### config.mk
export PLATFORM = sky130hd
export DESIGN_NAME = button_event_classifier_flat
export DESIGN_NICKNAME = d
export VERILOG_FILES = /design/src/rtl/button_event_classifier_if.sv /design/src/rtl/button_event_classifier.sv /design/src/flat_wrapper.sv
export SDC_FILE = /design/constraint.sdc
export NUM_CORES = 1
export LEC_CHECK = 0
export CORE_MARGIN = 2
export CORE_UTILIZATION = 30
export DETAILED_ROUTE_END_ITERATION = 7
export PLACE_DENSITY = 0.55
export SLEW_MARGIN = 40
export SYNTH_ARGS = -nofsm -noshare
export SYNTH_HDL_FRONTEND = slang
export SYNTH_SLANG_ARGS = --single-unit
### constraint.sdc
create_clock -name clk -period 3.25 [get_ports clk]
set_input_delay 0.325 -clock clk [delete_from_list [all_inputs] [get_ports clk]]
set_output_delay 0.325 -clock clk [all_outputs]
set_load 0.02 [all_outputs]
### src/rtl/button_event_classifier_if.sv
`default_nettype none
// +------------------------------------------------------------------+
// | button_event_classifier_if : debounced input / event output bus  |
// | Rev 1.0                                                          |
// +------------------------------------------------------------------+
interface button_event_classifier_if;
  logic db_level_i;
  logic db_tick_i;
  logic short_o;
  logic double_o;
  logic long_o;
  logic hold_o;
  logic busy_o;

  modport master (
    output db_level_i, db_tick_i,
    input  short_o, double_o, long_o, hold_o, busy_o
  );

  modport slave (
    input  db_level_i, db_tick_i,
    output short_o, double_o, long_o, hold_o, busy_o
  );
endinterface
`default_nettype wire

### src/rtl/button_event_classifier.sv
`default_nettype none
// +------------------------------------------------------------------+
// | button_event_classifier : short / double / long press classifier |
// | Rev 1.0                                                          |
// +------------------------------------------------------------------+
module button_event_classifier #(
  parameter int unsigned LongCycles = 50_000_000,
  parameter int unsigned GapCycles  = 25_000_000
) (
  input  logic                             clk,
  input  logic                             rst,
  button_event_classifier_if.slave         bus
);

  localparam int unsigned MAX_CYCLES = (LongCycles > GapCycles) ? LongCycles : GapCycles;
  localparam int unsigned CNT_W      = $clog2(MAX_CYCLES + 1);

  localparam logic [CNT_W-1:0] LONG_LAST = CNT_W'(LongCycles - 1);
  localparam logic [CNT_W-1:0] GAP_LAST  = CNT_W'(GapCycles - 1);
  localparam logic [CNT_W-1:0] CNT_MAX   = '1;

  typedef enum logic [2:0] {
    IDLE      = 3'd0,
    PRESS1    = 3'd1,
    WAIT2     = 3'd2,
    PRESS2    = 3'd3,
    LONG_HOLD = 3'd4
  } state_e;

  state_e           state_q, state_d;
  logic [CNT_W-1:0] cnt_q, cnt_d;
  logic             short_q, short_d;
  logic             double_q, double_d;
  logic             long_q, long_d;
  logic             hold_q, hold_d;
  logic             busy_q, busy_d;

  always_comb begin
    state_d  = state_q;
    short_d  = 1'b0;
    double_d = 1'b0;
    long_d   = 1'b0;
    case (state_q)
      IDLE: begin
        if (bus.db_tick_i) state_d = PRESS1;
      end
      PRESS1: begin
        // Release has priority over the long threshold in the same cycle.
        if (!bus.db_level_i) begin
          state_d = WAIT2;
        end else if (cnt_q == LONG_LAST) begin
          state_d = LONG_HOLD;
          long_d  = 1'b1;
        end
      end
      WAIT2: begin
        // A second tick on the timeout cycle still counts as a double press.
        if (bus.db_tick_i) begin
          state_d = PRESS2;
        end else if (cnt_q == GAP_LAST) begin
          state_d = IDLE;
          short_d = 1'b1;
        end
      end
      PRESS2: begin
        if (!bus.db_level_i) begin
          state_d  = IDLE;
          double_d = 1'b1;
        end else if (cnt_q == LONG_LAST) begin
          state_d  = LONG_HOLD;
          double_d = 1'b1;
        end
      end
      LONG_HOLD: begin
        if (!bus.db_level_i) state_d = IDLE;
      end
      default: state_d = IDLE;
    endcase

    if (state_d != state_q) begin
      cnt_d = '0;
    end else if (cnt_q == CNT_MAX) begin
      cnt_d = cnt_q;
    end else begin
      cnt_d = cnt_q + CNT_W'(1);
    end

    hold_d = (state_d == LONG_HOLD);
    busy_d = (state_d != IDLE);
  end

  always_ff @(posedge clk or posedge rst) begin
    if (rst) begin
      state_q  <= IDLE;
      cnt_q    <= '0;
      short_q  <= 1'b0;
      double_q <= 1'b0;
      long_q   <= 1'b0;
      hold_q   <= 1'b0;
      busy_q   <= 1'b0;
    end else begin
      state_q  <= state_d;
      cnt_q    <= cnt_d;
      short_q  <= short_d;
      double_q <= double_d;
      long_q   <= long_d;
      hold_q   <= hold_d;
      busy_q   <= busy_d;
    end
  end

  assign bus.short_o  = short_q;
  assign bus.double_o = double_q;
  assign bus.long_o   = long_q;
  assign bus.hold_o   = hold_q;
  assign bus.busy_o   = busy_q;

endmodule
`default_nettype wire

### src/flat_wrapper.sv
// flat-port wrapper written by rule: the top's interface ports become plain ports
module button_event_classifier_flat 
#(
  parameter int unsigned LongCycles = 50_000_000,
  parameter int unsigned GapCycles  = 25_000_000
)
  (clk, rst, bus_db_level_i, bus_db_tick_i, bus_short_o, bus_double_o, bus_long_o, bus_hold_o, bus_busy_o);
  button_event_classifier_if bus_i ();
  input  logic clk;
  input  logic rst;
  input wire logic [$bits(bus_i.db_level_i)-1:0] bus_db_level_i;
  input wire logic [$bits(bus_i.db_tick_i)-1:0] bus_db_tick_i;
  output wire logic [$bits(bus_i.short_o)-1:0] bus_short_o;
  output wire logic [$bits(bus_i.double_o)-1:0] bus_double_o;
  output wire logic [$bits(bus_i.long_o)-1:0] bus_long_o;
  output wire logic [$bits(bus_i.hold_o)-1:0] bus_hold_o;
  output wire logic [$bits(bus_i.busy_o)-1:0] bus_busy_o;
  assign bus_i.db_level_i = bus_db_level_i;
  assign bus_i.db_tick_i = bus_db_tick_i;
  assign bus_short_o = bus_i.short_o;
  assign bus_double_o = bus_i.double_o;
  assign bus_long_o = bus_i.long_o;
  assign bus_hold_o = bus_i.hold_o;
  assign bus_busy_o = bus_i.busy_o;
  button_event_classifier #(.LongCycles(LongCycles), .GapCycles(GapCycles)) u_core (.clk(clk), .rst(rst), .bus(bus_i));
endmodule
==> run_results.csv <==
group,metric,value,unit
clocking,root_buffer,"clkbuf_8",
final_timing,drv_slew,0,
detailed_routing,post-route-drc-count,0,
job,warnings,26,
die,die_y,85.9,µm
layout,sh_seq_area,38.9,%
power,seq_power_share,51.6,%
critical_path,endpoint,"u_core.cnt_q[11]",
layout,comb_share,47.0,%
synth,synthArstFlopShare,100,%
power,clockPowerShare,36.3,%
synth,syn_nets,221,
layout,largest_reg_flops,26,
power,power_switching,0.239,mW
layout,clk_share,4.18,%
layout,regMostFlops,"u_core.cnt_q",
layout,n_all_buffers,12,
critical_path,path_delay_family,"simple AND/OR/NAND/NOR gates",
clocking,clk_latency,290,ps
clocking,ctsHoldBuffers,0,
detailed_routing,drt_iter0_drc,94,
die,taps,77,
power,power.leakage,0.830,nW
power,pg_clk,0.327,mW
synth,yosysMostFrequentCell,"dfrtp_1",
final_timing,rsz0062_at_grt,"false",
final_timing,final-hold-violation-count,0,
placed_design,place.gp.congestion,0.803,
critical_path,worstPathCellList,"or4b_1 > or4_4 > o21ai_2 > o32a_1 > buf_4 > a211oi_1",
clocking,cts_buffer_depth,2,
final_timing,layout_min_cycle_time,2510,ps
synth,adder_share,0.622,%
clocking,cts_made_buffers,5,
synth,ys_seq_share,42.3,%
synth,synthesis.area,2010,µm²
power,power.density,411,nW/µm²
layout,fin_cells,295,
layout,comb.multi_input.count,161,
final_timing,slew_headroom,57.7,%
critical_path,cpPeakStageDelay,520,ps
global_routing,grt_pass1_vias,1532,
placed_design,place_ws,711,ps
detailed_routing,m1WireLength,2.10,mm
critical_path,r2r_cells,6,
layout,nClkBuffers,7,
die,fp_util,31.3,%
placed_design,dpl.hpwl,2.96,mm
clocking,cts_tree,"done",
die,core-area,6420,µm²
layout,regArea,851,µm²
global_routing,met1_usage,17.1,%
power,swShare,26.6,%
critical_path,critical_path_class,"flip-flop to flip-flop",
synth,yosysCellCount,216,
synth,synthAoiAreaFrac,9.51,%
synth,synth.cellmix.xorXnorShare,9.57,%
layout,layout_top_cells,"dfrtp_1, nor2_1, nand3_1, xnor2_1, nand2_1",
detailed_routing,vias,1571,
final_timing,period_used_share,77.1,%
detailed_routing,drtAntennaViolNets,0,
layout,largest_registers,"u_core.cnt_q: 26 flops, u_core.state_q: 3 flops",
final_timing,finalSetupViolCount,0,
clocking,htreeDepth,2,
synth,synth-main-ff-cell,"dfrtp_1",
layout,diodes,0,
global_routing,grt_pass1_wl,7.27,mm
placed_design,numPortBuffers,8,
critical_path,rrSetupSlack,740,ps
synth,postSynthCellCount,216,
layout,final_cell_area,2190,µm²
synth,yosysTopAreaCell,"dfrtp_1",
min_path,hp-class,"input port to async pin",
critical_path,slowest_stage,"or4b_1",
layout,utilization,34.1,%
critical_path,worst-path-buf-inv,1,
detailed_routing,wire_per_inst,14.3,µm
final_timing,skew,3.21,ps
global_routing,grtUsageTotal,12.5,%
die,rows,29,
power,p_comb,0.108,mW
power,power.internal,0.660,mW
outcome,status,"completed",
layout,area_delta_synth_final,8.64,%
synth,synth-edff-count,0,
layout,buffer_area_share,5.03,%
global_routing,antenna_found_initial,0,
power,power,0.899,mW
power,ir_worst_vdd,0.119,mV
synth,yosysUniqueCellTypes,48,
global_routing,gr-total-overflow,0,
global_routing,grt_max_degree,26,
die,die_w,85.9,µm
layout,fillers,653,
layout,dominant_cells,"combinational gates",
critical_path,cp-start-kind,"flip-flop",
layout,nFlopsAndLatches,34,
power,maxPowerGroup,"registers",
critical_path,startpoint,"u_core.cnt_q[16]",
power,comb_power_share,12.0,%
critical_path,cp_max_fo,18,
critical_path,cp_num_cells,6,
clocking,cts.sinks,34,
detailed_routing,wl_met2,1.91,mm
global_routing,top_usage_layer,"met2",
synth,simple_gate_area_share,30.5,%
critical_path,r2r_end,"u_core.cnt_q[11]",
layout,nNonClkInverters,3,
placed_design,place_area,2090,µm²
detailed_routing,met3_length,151,µm
job,cap_viol_max_count,0,
synth,top_cells_by_area,"dfrtp_1, xnor2_1, nor2_1, nand3_1, nand2_1",
layout,logic_area,1030,µm²
critical_path,end_kind,"flip-flop",
synth,ys_warn_count,0,
synth,muxShareOfSynthArea,0.497,%
clocking,clk_pin_slew,70,ps
final_timing,holdWs,406,ps
detailed_routing,drt_wl_total,4.22,mm
synth,top_cells_by_count,"dfrtp_1, nor2_1, nand3_1, xnor2_1, nand2_1",
detailed_routing,dr.pass1.iters,4,
layout,fin_nets,222,
final_timing,tightest_slew,635,ps
critical_path,cp_data_arrival_time,2680,ps
detailed_routing,post_drt_via_cell_ratio,5.33,
final_timing,setup_tns,0,ps
die,pin_count,9,
clocking,post_cts_buffers,0,
synth,synth_chip_area,2010,µm²
synth,top_area_share,42.3,%
power,powerSeq,0.464,mW
layout,drive_gt1_share,9.17,%
die,dieArea,7380,µm²
critical_path,timing.rr.start,"u_core.cnt_q[16]",
global_routing,use_met3,4.04,%
global_routing,use_met2,18.3,%
critical_path,required,3420,ps
final_timing,fin_ws,743,ps
### Met1 routing

The bar under the picture is 20 µm long. Supply wires on this layer in grey.
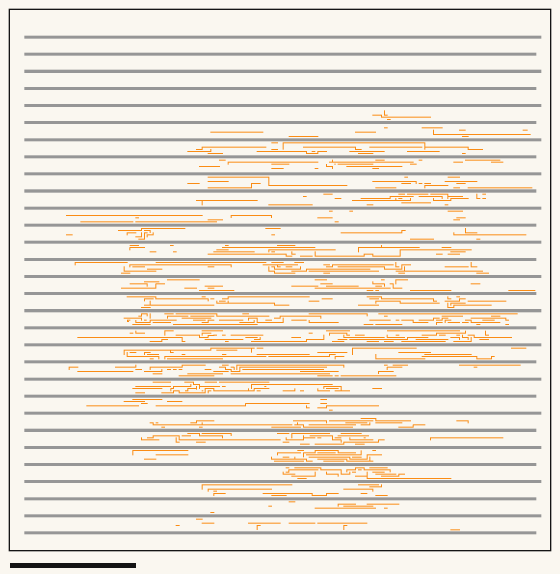
main direction: horizontal
share of all routed wire: 50%
nets with wire on the layer: 206
longest straight run: 22.5 µm

### Signal wires on met2

The bar under the picture is 20 µm long.
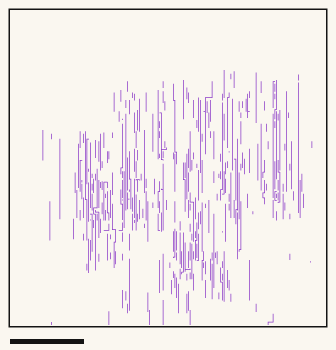
wire length on this layer: 1,910 µm
longest straight run: 35.4 µm
main direction: vertical
nets with wire on the layer: 169

Power and IR drop assume default switching activity.
